Fig. 1: run 1, cell classes on the final placement
Scale: 2 px per µm.
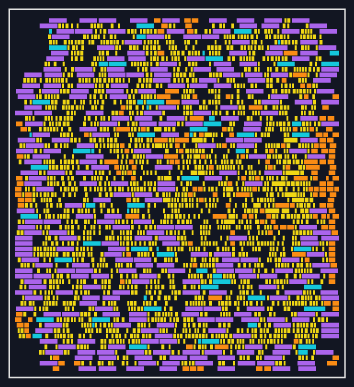
Fig. 2: run 1, register map, names as in the netlist
Scale: 2 px per µm.
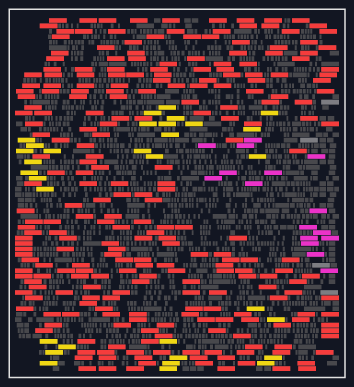
Fig. 3: run 1, placement view
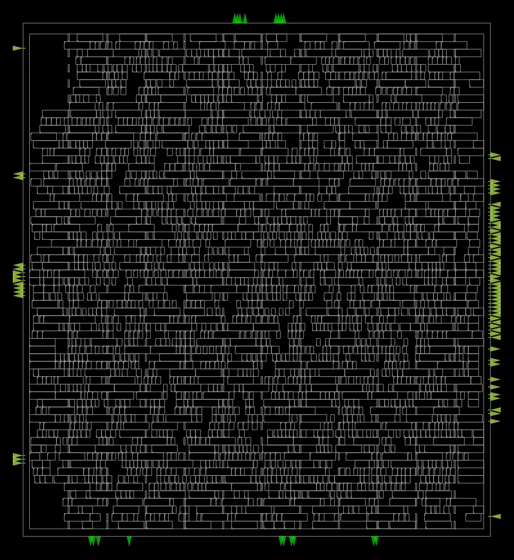
File: src/rtl/block_reg_pkg.sv
// Shared defaults and helpers for the multi-read-port register file.
// Define REGFILE_ZERO_REG_EN to hardwire register 0 to zero (never written, never pending).
package block_reg_pkg;

    localparam int DEF_SIZE_ADDR_REG = 5;
    localparam int DEF_SIZE_REG      = 8;
    localparam int DEF_NB_READ       = 2;

`ifdef REGFILE_ZERO_REG_EN
    localparam bit ZERO_REG_EN = 1'b1;
`else
    localparam bit ZERO_REG_EN = 1'b0;
`endif

    function automatic int nb_reg(input int size_addr_reg);
        return 2 ** size_addr_reg;
    endfunction

    // Widths of the flattened per-port buses.
    function automatic int read_addr_width(input int nb_read, input int size_addr_reg);
        return nb_read * size_addr_reg;
    endfunction

    function automatic int read_data_width(input int nb_read, input int size_reg);
        return nb_read * size_reg;
    endfunction

endpackage

File: src/rtl/block_reg_mp_if.sv
// Write/reserve/read bundle of the multi-read-port register file.
interface block_reg_mp_if
    import block_reg_pkg::*;
#(
    parameter int SIZE_ADDR_REG = DEF_SIZE_ADDR_REG,
    parameter int SIZE_REG      = DEF_SIZE_REG,
    parameter int NB_READ       = DEF_NB_READ
);
    localparam int NB_REG = nb_reg(SIZE_ADDR_REG);
    localparam int RA_W   = read_addr_width(NB_READ, SIZE_ADDR_REG);
    localparam int RD_W   = read_data_width(NB_READ, SIZE_REG);

    logic                     write;
    logic [SIZE_ADDR_REG-1:0] addrin;
    logic [SIZE_REG-1:0]      datain;
    logic                     reserve;
    logic [SIZE_ADDR_REG-1:0] reserve_addr;
    logic [NB_READ-1:0]       read_en;
    logic [RA_W-1:0]          read_addr;
    logic [RD_W-1:0]          data_out;
    logic [NB_READ-1:0]       data_valid;
    logic [NB_READ-1:0]       data_pending;
    logic [NB_REG-1:0]        pending;

    modport master (
        output write, addrin, datain, reserve, reserve_addr, read_en, read_addr,
        input  data_out, data_valid, data_pending, pending
    );

    modport slave (
        input  write, addrin, datain, reserve, reserve_addr, read_en, read_addr,
        output data_out, data_valid, data_pending, pending
    );

endinterface

File: src/rtl/block_reg_mp_read_port.sv
// One registered read port: write-first bypass, data/valid/pending output registers.
module reg_read_port
    import block_reg_pkg::*;
#(
    parameter int SIZE_ADDR_REG = DEF_SIZE_ADDR_REG,
    parameter int SIZE_REG      = DEF_SIZE_REG
) (
    input  logic                     clk,
    input  logic                     reset,
    input  logic                     read_en,
    input  logic [SIZE_ADDR_REG-1:0] read_addr,
    input  logic [SIZE_REG-1:0]      stored_data,
    input  logic                     stored_pending,
    input  logic                     wr_en,
    input  logic [SIZE_ADDR_REG-1:0] wr_addr,
    input  logic [SIZE_REG-1:0]      wr_data,
    output logic [SIZE_REG-1:0]      data_out,
    output logic                     data_valid,
    output logic                     data_pending
);
    logic                bypass_hit;
    logic [SIZE_REG-1:0] data_next;
    logic                pend_next;
    logic [SIZE_REG-1:0] data_out_reg;
    logic                data_valid_reg;
    logic                data_pending_reg;

    // A same-edge write both supplies the data and clears the pending bit.
    assign bypass_hit = wr_en && (wr_addr == read_addr);
    assign data_next  = bypass_hit ? wr_data : stored_data;
    assign pend_next  = bypass_hit ? 1'b0 : stored_pending;

    always_ff @(posedge clk or negedge reset) begin
        if (!reset) begin
            data_out_reg     <= '0;
            data_valid_reg   <= 1'b0;
            data_pending_reg <= 1'b0;
        end else begin
            data_valid_reg <= read_en;
            if (read_en) begin
                data_out_reg     <= data_next;
                data_pending_reg <= pend_next;
            end
        end
    end

    assign data_out     = data_out_reg;
    assign data_valid   = data_valid_reg;
    assign data_pending = data_pending_reg;

endmodule

File: src/rtl/block_reg_mp.sv
// Edge-triggered register file with NB_READ registered read ports and a pending scoreboard.
// REGFILE_ZERO_REG_EN makes register 0 read as zero and never pending.
module block_reg_mp
    import block_reg_pkg::*;
#(
    parameter int SIZE_ADDR_REG = DEF_SIZE_ADDR_REG,
    parameter int SIZE_REG      = DEF_SIZE_REG,
    parameter int NB_READ       = DEF_NB_READ
) (
    input  logic          clk,
    input  logic          reset,
    block_reg_mp_if.slave bus
);
    localparam int NB_REG = nb_reg(SIZE_ADDR_REG);
    localparam int RD_W   = read_data_width(NB_READ, SIZE_REG);

    logic [SIZE_REG-1:0] regs_reg [NB_REG];
    logic [NB_REG-1:0]   pending_reg;
    logic [NB_REG-1:0]   pending_next;
    logic                wr_en;
    logic                rsv_en;
    logic [RD_W-1:0]     data_out_all;
    logic [NB_READ-1:0]  data_valid_all;
    logic [NB_READ-1:0]  data_pending_all;

    assign wr_en  = bus.write   && !(ZERO_REG_EN && (bus.addrin == '0));
    assign rsv_en = bus.reserve && !(ZERO_REG_EN && (bus.reserve_addr == '0));

    always_ff @(posedge clk or negedge reset) begin
        if (!reset) begin
            for (int i = 0; i < NB_REG; i++) begin
                regs_reg[i] <= '0;
            end
        end else if (wr_en) begin
            regs_reg[bus.addrin] <= bus.datain;
        end
    end

    // Clear first, then set: a new producer supersedes a completing one.
    always_comb begin
        pending_next = pending_reg;
        if (wr_en) begin
            pending_next[bus.addrin] = 1'b0;
        end
        if (rsv_en) begin
            pending_next[bus.reserve_addr] = 1'b1;
        end
    end

    always_ff @(posedge clk or negedge reset) begin
        if (!reset) begin
            pending_reg <= '0;
        end else begin
            pending_reg <= pending_next;
        end
    end

    generate
        for (genvar gi = 0; gi < NB_READ; gi++) begin : g_port
            logic [SIZE_ADDR_REG-1:0] port_addr;
            logic [SIZE_REG-1:0]      port_data;
            logic                     port_valid;
            logic                     port_pend;

            assign port_addr = bus.read_addr[gi*SIZE_ADDR_REG +: SIZE_ADDR_REG];

            reg_read_port #(
                .SIZE_ADDR_REG (SIZE_ADDR_REG),
                .SIZE_REG      (SIZE_REG)
            ) u_port (
                .clk            (clk),
                .reset          (reset),
                .read_en        (bus.read_en[gi]),
                .read_addr      (port_addr),
                .stored_data    (regs_reg[port_addr]),
                .stored_pending (pending_reg[port_addr]),
                .wr_en          (wr_en),
                .wr_addr        (bus.addrin),
                .wr_data        (bus.datain),
                .data_out       (port_data),
                .data_valid     (port_valid),
                .data_pending   (port_pend)
            );

            assign data_out_all[gi*SIZE_REG +: SIZE_REG] = port_data;
            assign data_valid_all[gi]                    = port_valid;
            assign data_pending_all[gi]                  = port_pend;
        end
    endgenerate

    assign bus.data_out     = data_out_all;
    assign bus.data_valid   = data_valid_all;
    assign bus.data_pending = data_pending_all;
    assign bus.pending      = pending_reg;

endmodule

File: src/flat_wrapper.sv
// flat-port wrapper written by rule: the top's interface ports become plain ports
module block_reg_mp_flat import block_reg_pkg::*;
#(
    parameter int SIZE_ADDR_REG = DEF_SIZE_ADDR_REG,
    parameter int SIZE_REG      = DEF_SIZE_REG,
    parameter int NB_READ       = DEF_NB_READ
)
  (clk, reset, bus_write, bus_addrin, bus_datain, bus_reserve, bus_reserve_addr, bus_read_en, bus_read_addr, bus_data_out, bus_data_valid, bus_data_pending, bus_pending);
  block_reg_mp_if #(.SIZE_ADDR_REG(SIZE_ADDR_REG), .SIZE_REG(SIZE_REG), .NB_READ(NB_READ)) bus_i ();
  input  logic clk;
  input  logic reset;
  input wire logic [$bits(bus_i.write)-1:0] bus_write;
  input wire logic [$bits(bus_i.addrin)-1:0] bus_addrin;
  input wire logic [$bits(bus_i.datain)-1:0] bus_datain;
  input wire logic [$bits(bus_i.reserve)-1:0] bus_reserve;
  input wire logic [$bits(bus_i.reserve_addr)-1:0] bus_reserve_addr;
  input wire logic [$bits(bus_i.read_en)-1:0] bus_read_en;
  input wire logic [$bits(bus_i.read_addr)-1:0] bus_read_addr;
  output wire logic [$bits(bus_i.data_out)-1:0] bus_data_out;
  output wire logic [$bits(bus_i.data_valid)-1:0] bus_data_valid;
  output wire logic [$bits(bus_i.data_pending)-1:0] bus_data_pending;
  output wire logic [$bits(bus_i.pending)-1:0] bus_pending;
  assign bus_i.write = bus_write;
  assign bus_i.addrin = bus_addrin;
  assign bus_i.datain = bus_datain;
  assign bus_i.reserve = bus_reserve;
  assign bus_i.reserve_addr = bus_reserve_addr;
  assign bus_i.read_en = bus_read_en;
  assign bus_i.read_addr = bus_read_addr;
  assign bus_data_out = bus_i.data_out;
  assign bus_data_valid = bus_i.data_valid;
  assign bus_data_pending = bus_i.data_pending;
  assign bus_pending = bus_i.pending;
  block_reg_mp #(.SIZE_ADDR_REG(SIZE_ADDR_REG), .SIZE_REG(SIZE_REG), .NB_READ(NB_READ)) u_core (.clk(clk), .reset(reset), .bus(bus_i));
endmodule
File: config.mk
export PLATFORM = sky130hd
export DESIGN_NAME = block_reg_mp_flat
export DESIGN_NICKNAME = d
export VERILOG_FILES = /design/src/rtl/block_reg_pkg.sv /design/src/rtl/block_reg_mp_if.sv /design/src/rtl/block_reg_mp_read_port.sv /design/src/rtl/block_reg_mp.sv /design/src/flat_wrapper.sv
export SDC_FILE = /design/constraint.sdc
export NUM_CORES = 1
export LEC_CHECK = 0
export ABC_AREA = 1
export CAP_MARGIN = 10
export CORE_ASPECT_RATIO = 1.1
export CORE_MARGIN = 2
export CORE_UTILIZATION = 60
export CTS_BUF_LIST = sky130_fd_sc_hd__clkbuf_8 sky130_fd_sc_hd__clkbuf_16
export DETAILED_ROUTE_END_ITERATION = 10
export HOLD_SLACK_MARGIN = 0.08
export PLACE_DENSITY = 0.79
export SYNTH_ARGS = -nofsm -noshare
export SYNTH_HDL_FRONTEND = slang
export SYNTH_HIERARCHICAL = 1
export SYNTH_SLANG_ARGS = --single-unit
export TNS_END_PERCENT = 10
File: constraint.sdc
create_clock -name clk -period 2.2 [get_ports clk]
set_input_delay 0.22 -clock clk [delete_from_list [all_inputs] [get_ports clk]]
set_output_delay 0.22 -clock clk [all_outputs]
set_load 0.005 [all_outputs]
==> flow_summary.toml, run 1 <==
# generated from flow reports
[status]
status = "finished, final reports clean"

[synth]
ys_chip_area_um2 = 17600
synth_area_um2 = 17600

[floorplan]
die-height_um = 183

[final_timing]
rsz0062_at_grt = "false"
hold_violations = 0
skew_ns = 0.0218
drv_slew = 0
tightest_slew_ns = 0.604
finalClockPeriodUsage_pct = 82.5

[pwr]
maxPowerGroup = "registers"
power_clock_mw = 5.65
pg_comb_mw = 4.13
power.internal_mw = 11.7
power_density_nw_per_um2 = 868
total_leakage_power_nw = 9.82

[placed_design]
gp_congestion = 1.03
placed_cell_area_um2 = 19100
dp_hpwl_mm = 42.8

[critical_path]
reg2reg_to = "u_core/g_port[1].u_port/data_out[1]"
worstPathMaxFanout = 17
reg2reg_depth = 12
r2r-start = "u_core/regs_reg[145]"
rrSetupSlack_ns = 0.55
arrival_ns = 2.20

[detailed_routing]
drt_iter0_markers = 3316
first_pass_iters = 8
wl_per_cell_um = 21.8
antenna_left = 0
num_vias = 19000
via_per_inst = 6.31

[global_route]
grt_pass1_wl_mm = 102
grt_pass1_vias = 17600
track_usage_pct = 43.1

[clocking]
cts_resized = 0
cts_hold_buf = 1
post_cts_buffers = 0
numCtsBuffers = 34

[final_layout]
clock_buffers = 44
largest_reg_flops = 256
n_all_buffers = 184
logic_gate_count = 1999
syn_to_final_growth_pct = 15.3
nets = 2657
ff_count = 308
nonClkBufAreaFrac_pct = 9.20
drive_gt1_share_pct = 7.52
insertedDiodeCount = 0
lay_top_count = "nand2_1"
## Picture notes: Fig. 1
Key: purple = registers [cells 308]; yellow = remaining logic cells [cells 2095]; orange = remaining buffers and delay cells [cells 184]; cyan = clock drivers and dummy loads [cells 60]
core area: 28700 µm²
Rows: 65
cell area after layout: 20200 µm²
end-of-flow core utilization: 70.5%
register share of the cell area: 38.1%

## Picture notes: Fig. 2
Key: magenta = `u_core/g_port.u_port/data_out` [sequential cells 16, where right middle]; yellow = `u_core/bus.pending` [sequential cells 32, where spread over the die]; red = `u_core/regs_reg` [sequential cells 256, where spread over the die]
Another 4 sequential cells are not colored.

## Picture notes: Fig. 3
Tapcells: 368
fin cells: 3015
fillers: 2407

-- run 1: synthesized netlist by cell type --
master       n  area (µm²)
nor3_1       4        20.0
nand2_2     12        75.1
inv_2        9        33.8
nor2_2       2        12.5
nor3_4       2        32.5
buf_1       16        60.1
nor3_2       3        30.0
inv_1       79         297
nand3_4      2        35.0
nor2_1      54         203
nand2_1   1133        4250
a21oi_1     40         200
nand3_2      1        10.0
buf_2       30         150
nor2_4       8        90.1
nand3_1    463        2320
clkbuf_1   118         443
buf_6        2        22.5
o21ai_0    253        1270
nor2_8       4        80.1
clkinv_1     8        30.0
nand4_1     18         113
dfrtp_1    308        7710
buf_4       10        75.1
-- run 1: worst max-delay path: stages --
cell	delay (ns)
clkdlybuf4s50_1	0.56
buf_4	0.23
nor3_1	0.31
buf_4	0.20
inv_1	0.05
nor2_1	0.09
inv_1	0.26
nand2_1	0.17
o21ai_0	0.10
-- run 1: kinds of logic after synthesis --
kind of cell           after synthesis  synth area share (%)
buffers and inverters              272                  6.33
flip-flops                         308                  43.9
AND-OR/OR-AND                      293                  8.35
AND/OR/NAND/NOR                   1706                  41.4
-- run 1: through the flow --
stage | setup slack [ns] | util (%) | TNS, ns
after floorplan | 0.628 | - | 0
after global placement | 0.0339 | 66.6 | 0
after detailed placement | -0.0390 | 66.6 | -0.0794
after CTS | 0.455 | 70.5 | 0
after global routing | 0.276 | 70.5 | 0
final | 0.386 | 70.5 | 0
-- run 1: metal layers --
| layer | global-route usage, % | up-vias | part of all wire [%] |
|---|---|---|---|
| met5 | 0 | - | 0 |
| met4 | 25.2 | 0 | 6.7 |
| met3 | 10.1 | 268 | 13 |
| met2 | 63.8 | 1453 | 43 |
| met1 | 58.2 | 8868 | 37 |
| li1 | - | 8435 | - |
Fig. 4: run 1, met3 routing
Scale: 1.5 px per µm.
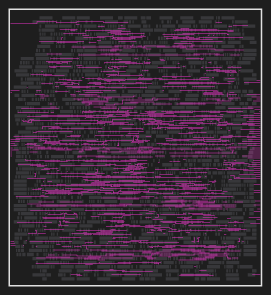

## Run 2: what changed since run 1
CORE_UTILIZATION = 55   (was 60)
PLACE_DENSITY = 0.77   (was 0.79)
clock period = 1.6 ns   (was 2.2 ns; I/O delays follow)
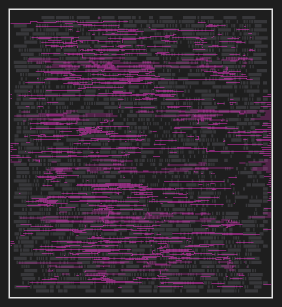
Fig. 5. Met3 routing (run 2).
Scale: 1.5 px per µm.
401 nets have wire on it. The wires run mostly horizontal. The layer carries 8050 µm of wire.
DR vias: 19.0k
grt met3 use: 8.29%
DRT Wirelength: 69.6 mm

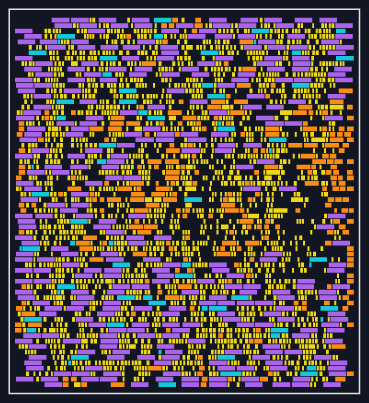
Fig. 6. Cell classes on the final placement (run 2).
Scale: 2 px per µm.
core area: 31400 µm²
Rows: 68
end-of-flow core utilization: 68.5%
cell area after layout: 21500 µm²
register share of the cell area: 35.9%

==> run 2 against run 1 <==
  * Critical path depth fell by 8
  * Clock power rose by 45%
  * Critical endpoint is now bus_pending[30]
  * Largest power group unchanged
  * Die area rose by 8.9%
  * Synthesized area did not move
  * Sequential power rose by 38%
  * Via count barely moved
  * Largest cell class unchanged
==> flow_summary.toml, run 2 <==
# generated from flow reports
[status]
status = "finished, final reports clean"

[final_timing]
fin_ws_ns = 0.0112
drv_slew = 0
finalClockPeriodUsage_pct = 99.3
setup-tns-final_ns = 0
skew_ns = 0.0217
hold_violations = 0
tightest_slew_ns = 0.550

[synth]
largest_area_cell = "dfrtp_1"
ys_sh_xor_pct = 0
area_leaders = "dfrtp_1 (44%), nand2_1 (24%), nand3_1 (13%), o21ai_0 (7.2%), clkbuf_1 (2.5%)"
top_logic_kind = "simple AND/OR/NAND/NOR gates"
edf_count = 0
synthTopCellsByCount = "nand2_1 (1133), nand3_1 (463), dfrtp_1 (308), o21ai_0 (253), clkbuf_1 (118)"
yosys_most_used_dff = "dfrtp_1"
synth.cellmix.compoundShare_pct = 8.35
synth_area_um2 = 17600
ys_sh_simple_pct = 41.4
ys_chip_area_um2 = 17600

[placed_design]
dp_hpwl_mm = 47.3
placed_cell_area_um2 = 20300
dp_slack_ns = -0.453

[detailed_routing]
antenna_left = 0
drt_iter0_markers = 2657
wl_met3_mm = 8.05
first_pass_iters = 7
routed-wl-met2_mm = 30.8
m1WireLength_mm = 26.6
via_per_inst = 6.05

[critical_path]
worstPathMaxFanout = 2
path_cells = "clkdlybuf4s50_1"
cp.buffers_inverters = 1
cp_slowest_cell = "clkdlybuf4s50_1"
reg2reg_depth = 12

[pwr]
maxPowerGroup = "registers"
power_clock_mw = 8.17
pg_comb_mw = 5.94
power.internal_mw = 16.5

[global_route]
grt.busiest_layer = "met2"
use_met2_pct = 63.7
grt_pass1_vias = 17500
grt_pass1_wl_mm = 105

[final_layout]
nets = 2727
drive_gt1_share_pct = 10.9
lay_top_count = "nand2_1"

[floorplan]
die-height_um = 191
## run 2: cell counts after synthesis
Identical to the previous run, type by type.
## run 2: cells by family (layout without fill, tap and decap cells)
logic type             Yosys count  in the layout
AND-OR/OR-AND                  293            293
flip-flops                     308            308
other                            0              2
buffers and inverters          272            413
AND/OR/NAND/NOR               1706           1706
## run 2: worst register-to-register path: stages, from the launching register on
cell	delay, ns
dfrtp_1	0.40
nand2_1	0.07
nand3_1	0.19
nand3_1	0.15
nand2_1	0.08
nand2_1	0.06
nand2_1	0.09
nand2_1	0.09
nand2_1	0.07
inv_1	0.06
nand2_1	0.05
nand3_1	0.08
nand2_1	0.05
## run 2: timing repair
action / 4_1_cts / 5_1_grt
setup endpoints to repair: 36 / 22
gates resized: 43 / 18
hold buffers: 1 / 0
setup buffers: 4 / 0
hold endpoints to repair: 308 / 0
## run 2: worst paths after layout
| path | endpoint | slack [ns] | startpoint |
|---|---|---|---|
| setup / recovery | bus_pending[30] | 0.01 | u_core/bus.pending[30] |
| hold / removal | u_core/regs_reg[53] | 0.15 | reset |
| setup reg to reg | u_core/g_port[0].u_port/data_out[6] | 0.03 | u_core/regs_reg[230] |
| hold reg to reg | u_core/g_port[1].u_port/data_out[6] | 0.48 | u_core/g_port[1].u_port/data_out[6] |
| max in group asynchronous | u_core/regs_reg[19] | 0.73 | reset |
| min in group clk | u_core/g_port[1].u_port/data_valid | 0.31 | bus_read_en[1] |
## run 2: final cells by class
cell class	count	share of cell area [%]
Multi-Input combinational cell	1999	40.9
Sequential cell	308	35.9
Timing Repair Buffer	253	13.6
Clock buffer	48	4.95
Tap cell	420	2.44
Inverter	96	1.70
Clock inverter	16	0.552
Antenna cell	2	0.0233
Power is estimated from default activity; no workload was simulated.
